[src/rtl/instruction_fetch_pkg.sv]
// instruction_fetch_pkg: shared core types and constants for the fetch front end
package instruction_fetch_pkg;
   localparam logic [31:0] RESET_PC_DEFAULT = 32'h0000_0000;
   localparam int INSTR_W = 32;
   typedef struct packed {
      logic [31:0] pc;
      logic [INSTR_W-1:0] instr;
   } fetch_entry_t;
endpackage

[src/rtl/fetch_fifo.sv]
// fetch_fifo: synchronous flushable FIFO of fetch entries with push/pop/flush/count
module fetch_fifo
   import instruction_fetch_pkg::*;
#(
   parameter int DEPTH = 4
) (
   input logic clk,
   input logic reset,
   input logic push,
   input fetch_entry_t push_data,
   input logic pop,
   input logic flush,
   output fetch_entry_t pop_data,
   output logic [$clog2(DEPTH):0] count
);
   localparam int AW = $clog2(DEPTH);
   localparam int CW = AW + 1;
   fetch_entry_t mem [DEPTH];
   logic [AW-1:0] rd_ptr, wr_ptr;
   always_ff @(posedge clk)
      if (push) mem[wr_ptr] <= push_data;
   always_ff @(posedge clk) begin
      if (reset || flush) begin
         rd_ptr <= '0;
         wr_ptr <= '0;
         count <= '0;
      end else begin
         if (push) wr_ptr <= wr_ptr + AW'(1);
         if (pop) rd_ptr <= rd_ptr + AW'(1);
         count <= count + CW'(push) - CW'(pop);
      end
   end
   assign pop_data = mem[rd_ptr];
endmodule

[src/rtl/instruction_fetch.sv]
// instruction_fetch: RV32 fetch stage (PC, credits, redirect drop); FETCH_ALIGN_CHECK_EN adds misaligned-redirect fault
module instruction_fetch
   import instruction_fetch_pkg::*;
#(
   parameter logic [31:0] RESET_PC = RESET_PC_DEFAULT,
   parameter int FIFO_DEPTH = 4
) (
   input logic clk,
   input logic reset,
   output logic imem_req_valid,
   input logic imem_req_ready,
   output logic [31:0] imem_req_addr,
   input logic imem_resp_valid,
   input logic [INSTR_W-1:0] imem_resp_data,
   input logic redirect_valid,
   input logic [31:0] redirect_target,
   output logic instr_valid,
   input logic instr_ready,
   output logic [INSTR_W-1:0] instruction,
   output logic [31:0] instr_pc,
   output logic fetch_fault
);
   localparam int CW = $clog2(FIFO_DEPTH) + 1;
   localparam int SW = CW + 1;
   logic [31:0] fetch_pc, resp_pc, target;
   logic [CW-1:0] inflight, drop, count;
   logic fault, req_fire, resp_keep, deq;
   fetch_entry_t head, push_data;
   assign target = redirect_target & ~32'h3;
   assign imem_req_valid = !reset && !redirect_valid && !fault &&
                           (({1'b0, inflight} + {1'b0, count}) < SW'(FIFO_DEPTH));
   assign imem_req_addr = fetch_pc;
   assign req_fire = imem_req_valid && imem_req_ready;
   assign resp_keep = imem_resp_valid && drop == '0 && !redirect_valid;
   assign instr_valid = count != '0 && !fault;
   assign deq = instr_valid && instr_ready && !redirect_valid;
   assign instruction = instr_valid ? head.instr : '0;
   assign instr_pc = instr_valid ? head.pc : '0;
   assign push_data = '{pc: resp_pc, instr: imem_resp_data};
   assign fetch_fault = fault;
`ifdef FETCH_ALIGN_CHECK_EN
   always_ff @(posedge clk)
      if (reset) fault <= 1'b0;
      else if (redirect_valid && redirect_target[1:0] != 2'b00) fault <= 1'b1;
`else
   assign fault = 1'b0;
`endif
   always_ff @(posedge clk) begin
      if (reset) begin
         fetch_pc <= RESET_PC;
         resp_pc <= RESET_PC;
         inflight <= '0;
         drop <= '0;
      end else if (redirect_valid) begin
         fetch_pc <= target;
         resp_pc <= target;
         inflight <= inflight - CW'(imem_resp_valid);
         drop <= inflight - CW'(imem_resp_valid);
      end else begin
         if (req_fire) fetch_pc <= fetch_pc + 32'd4;
         if (resp_keep) resp_pc <= resp_pc + 32'd4;
         if (imem_resp_valid && drop != '0) drop <= drop - CW'(1);
         inflight <= inflight + CW'(req_fire) - CW'(imem_resp_valid);
      end
   end
   fetch_fifo #(.DEPTH(FIFO_DEPTH)) u_fifo (
      .clk(clk),
      .reset(reset),
      .push(resp_keep),
      .push_data(push_data),
      .pop(deq),
      .flush(redirect_valid),
      .pop_data(head),
      .count(count)
   );
endmodule
[config.mk]
export PLATFORM = sky130hd
export DESIGN_NAME = instruction_fetch
export DESIGN_NICKNAME = d
export VERILOG_FILES = /design/src/rtl/instruction_fetch_pkg.sv /design/src/rtl/fetch_fifo.sv /design/src/rtl/instruction_fetch.sv
export SDC_FILE = /design/constraint.sdc
export NUM_CORES = 1
export LEC_CHECK = 0
export CORE_MARGIN = 2
export CORE_UTILIZATION = 50
export CTS_CLUSTER_SIZE = 25
export DETAILED_ROUTE_END_ITERATION = 8
export PLACE_DENSITY = 0.83
export SYNTH_ARGS = -nofsm -noshare
export SYNTH_HDL_FRONTEND = slang
export SYNTH_SLANG_ARGS = --single-unit
[constraint.sdc]
create_clock -name clk -period 3.8 [get_ports clk]
set_input_delay 1.14 -clock clk [delete_from_list [all_inputs] [get_ports clk]]
set_output_delay 1.14 -clock clk [all_outputs]
set_load 0.01 [all_outputs]
Run 1, ports around the boundary:
Pins as bars across the die edge, other pins in gray.
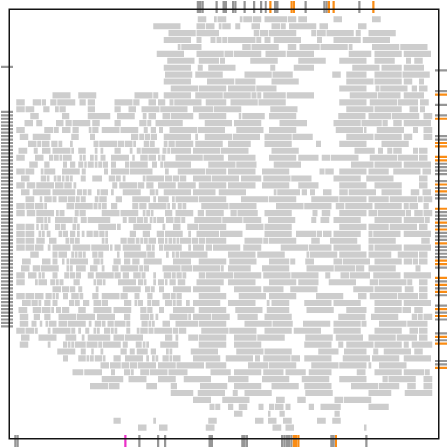
Magenta marks imem_req_valid, pins 1, direction output, edge bottom. Orange marks imem_resp_data, pins 32, direction input, edge 22 right, 6 top, 4 bottom.

Run 1, routed metal, one color a layer:
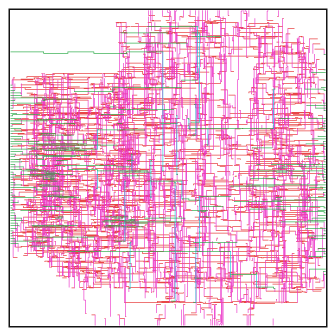
Magenta marks metal 2, wire length 14100 um. Green marks metal 3, wire length 2320 um. Cyan marks metal 4, wire length 474 um. Red marks metal 1, wire length 12300 um.
via count: 8283
total track usage: 20.68%
Routed WL: 29.24 mm
routed len/inst: 20.32 um

Run 1, cells colored by class:
Fill, decap, tap and diode cells in gray.
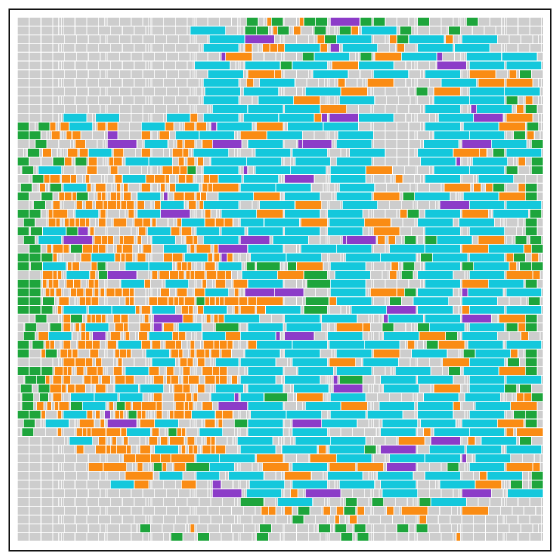
Cyan marks flops, cells 323, share of their area 55%. Orange marks combinational and other logic, cells 534, share of their area 27%. Green marks other buffers and delay cells, cells 184, share of their area 12%. Purple marks clock drivers and dummy loads, cells 57, share of their area 6.0%.

==> flow_summary_export.csv, run 1 <==
group,metric,value,unit
cells_and_area,nNetsFinal,1162,
outcome,status,"finished, final reports clean",
sta,finalSetupViolCount,0,
sta,drv_slew,0,
detailed_routing,routed_via_density,5.756,
hold_path,hold_end,"u_fifo.wr_ptr[1]$_SDFFE_PP0P_",
global_route,grtUsageMet2,34.53,%
critical_path,end_kind,"primary output",
cells_and_area,logic_area,4242,sq um
sta,period_used_share,95.75,%
critical_path,reg2reg_depth,12,
cells_and_area,stdcell_count,1439,
synthesis,flop_cell,"edfxtp_1",
power,p_int,5872,uW
hold_path,hold_path.class,"register to register",
critical_path,crit_end,"instruction[9]",
synthesis,ys_top_cells_by_count,"edfxtp_1, dfxtp_1, mux4_2, nor2b_1, nand2_1",
synthesis,ys_sh_xor,2.858,%
power,combinationalPowerShare,8.3,%
placed_design,place_inst,1382,
synthesis,simple_gate_share,10.65,%
cells_and_area,dominant_cells,"flip-flops and latches",
clock_tree,cts_tree,"built",
floorplan,nWellTaps,341,
cells_and_area,lay_top_count,"edfxtp_1",
synthesis,ys_top_logic_family,"simple AND/OR/NAND/NOR gates",
cells_and_area,seq_area,8954,sq um
power,sw_frac_of_total,22.25,%
synthesis,yosysMostFrequentCell,"edfxtp_1",
hold_path,hold_path.startpoint,"u_fifo.wr_ptr[1]$_SDFFE_PP0P_",
job,warning_count,32,
critical_path,path_max_fanout,42,
placed_design,routabilityCongestion,0.8589,
synthesis,edf_count,248,
cells_and_area,fin_util,62.11,%
synthesis,ys_ff,323,
critical_path,worstSetupStartpointType,"register",
floorplan,chip_area,28290,sq um
synthesis,yosysChipArea,13480,sq um
placed_design,portBuffers,161,
global_route,grt_pass1_vias,8333,
cells_and_area,sh_comb_area,25.55,%
cells_and_area,fill_cells,1945,
Run 1, placement view:
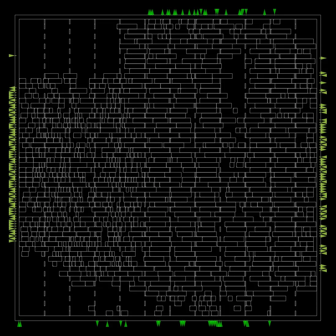

==> run 2, diff against run 1 <==
--- a/constraint.sdc
+++ b/constraint.sdc
@@ -3,2 +3,2 @@
 set_output_delay 1.14 -clock clk [all_outputs]
-set_load 0.01 [all_outputs]
+set_load 0.1 [all_outputs]
Run 2, placement view:
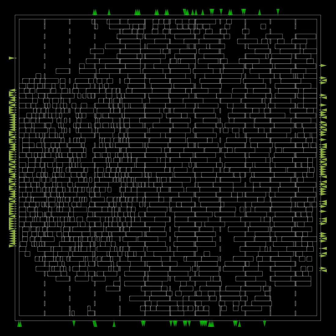
non-filler cells in the finished layout: 1440
post-layout util: 62.71%

==> flow_summary_export.csv, run 2 <==
group,metric,value,unit
sta,period_minus_slack,3620,ps
synthesis,yosysMostFrequentCell,"edfxtp_1",
synthesis,yosys_cells,905,
synthesis,synthDistinctLibCells,56,
cells_and_area,seq_cell_count,323,
sta,clock_skew,8.051,ps
cells_and_area,logic_area,4403,sq um
clock_tree,cts_tree,"built",
critical_path,r2r_end,"inflight[2]$_SDFF_PP0_",
critical_path,path_max_fanout,11,
cells_and_area,lay_top_count,"edfxtp_1",
sta,timing.fmax,0.2763,GHz
placed_design,place_inst,1384,
detailed_routing,wire_per_inst,19.85,um
critical_path,worstReg2RegStart,"u_fifo.count[1]$_SDFF_PP0_",
synthesis,flop_cell,"edfxtp_1",
job,warning_count,32,
global_route,grt_pass1_vias,8249,
power,combinationalPowerShare,12.9,%
power,sw_frac_of_total,26.11,%
sta,finalSetupViolCount,0,
synthesis,synthTopCellsByArea,"edfxtp_1, dfxtp_1, mux4_2, nor2b_1, xnor2_1",
global_route,grt_most_used_layer,"met2",
clock_tree,clkTransAtPathRegs,60,ps
hold_path,hold_path.startpoint,"u_fifo.wr_ptr[1]$_SDFFE_PP0P_",
synthesis,yosysChipArea,13480,sq um
hold_path,hold_path.class,"register to register",
global_route,track_usage,20.17,%
cells_and_area,area_share_nonclk_buffers,11.27,%
cells_and_area,sh_comb_area,26.27,%
cells_and_area,nNetsFinal,1164,
synthesis,ys_ff,323,
synthesis,simple_gate_share,10.65,%
synthesis,top_cell_area_share,55.24,%
cells_and_area,largest_reg_flops,248,
cells_and_area,fill_cells,1926,
power,pg_clk,2950,uW
synthesis,edf_count,248,
outcome,status,"finished, final reports clean",
cells_and_area,seq_area,8954,sq um
critical_path,critPathTopFamily,"buffers and inverters",
power,switchingPower,2090,uW
critical_path,reg2reg_depth,12,
sta,drv_slew,0,
hold_path,hold_end,"u_fifo.wr_ptr[1]$_SDFFE_PP0P_",
floorplan,nWellTaps,341,
detailed_routing,firstDrtPassIters,5,
detailed_routing,vias,8215,
clock_tree,ctsResizeCount,0,
clock_tree,htreeDepth,1,
critical_path,end_kind,"primary output",
clock_tree,numCtsBuffers,31,
synthesis,ys_top_logic_family,"simple AND/OR/NAND/NOR gates",
detailed_routing,ant_nets,0,
critical_path,path_depth,5,
critical_path,worstSetupStartpointType,"primary input",
critical_path,crit_end,"imem_req_valid",
synthesis,synthMuxAreaShare,10.43,%
global_route,grtUsageMet2,33.28,%
sta,period_used_share,95.25,%
critical_path,cp_slowest_stage_delay,420,ps
detailed_routing,routed_via_density,5.705,
placed_design,hpwlAfterDp,18.36,mm
placed_design,routabilityCongestion,0.8857,
job,max_cap_viol_count,0,
detailed_routing,drtIter0Drc,731,
floorplan,core-area,26730,sq um
critical_path,worstPathArrival,2480,ps
global_route,met1_usage,28.65,%
cells_and_area,largest-register,"u_fifo.mem",
synthesis,adder_share,1.782,%
synthesis,ys_sh_xor,2.858,%
synthesis,ys_top_cells_by_count,"edfxtp_1, dfxtp_1, mux4_2, nor2b_1, nand2_1",
sta,finalHoldViolCount,0,
clock_tree,cts_hold_buf,0,
floorplan,chip_area,28290,sq um
global_route,antenna_found_initial,0,
global_route,grt_max_degree,65,
cells_and_area,seq-cell-share,53.43,%
detailed_routing,finalWirelength,28.59,mm
cells_and_area,dominant_cells,"flip-flops and latches",
power,p_int,5915,uW
synthesis,async_reset_ff_share,0,%
placed_design,portBuffers,161,
Run 2, cells colored by class:
Fill, decap, tap and diode cells in gray.
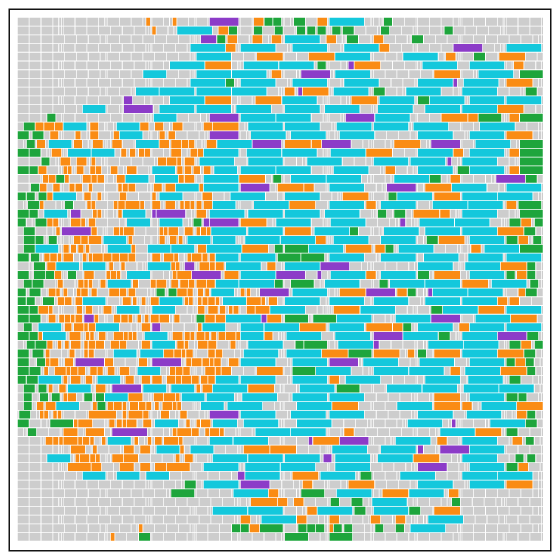
Green marks other buffers and delay cells, cells 186, share of their area 12%. Orange marks combinational and other logic, cells 534, share of their area 28%. Cyan marks flops, cells 323, share of their area 55%. Purple marks clock drivers and dummy loads, cells 56, share of their area 6.0%.

No activity file was given, so power comes from the tool's default toggle rates.
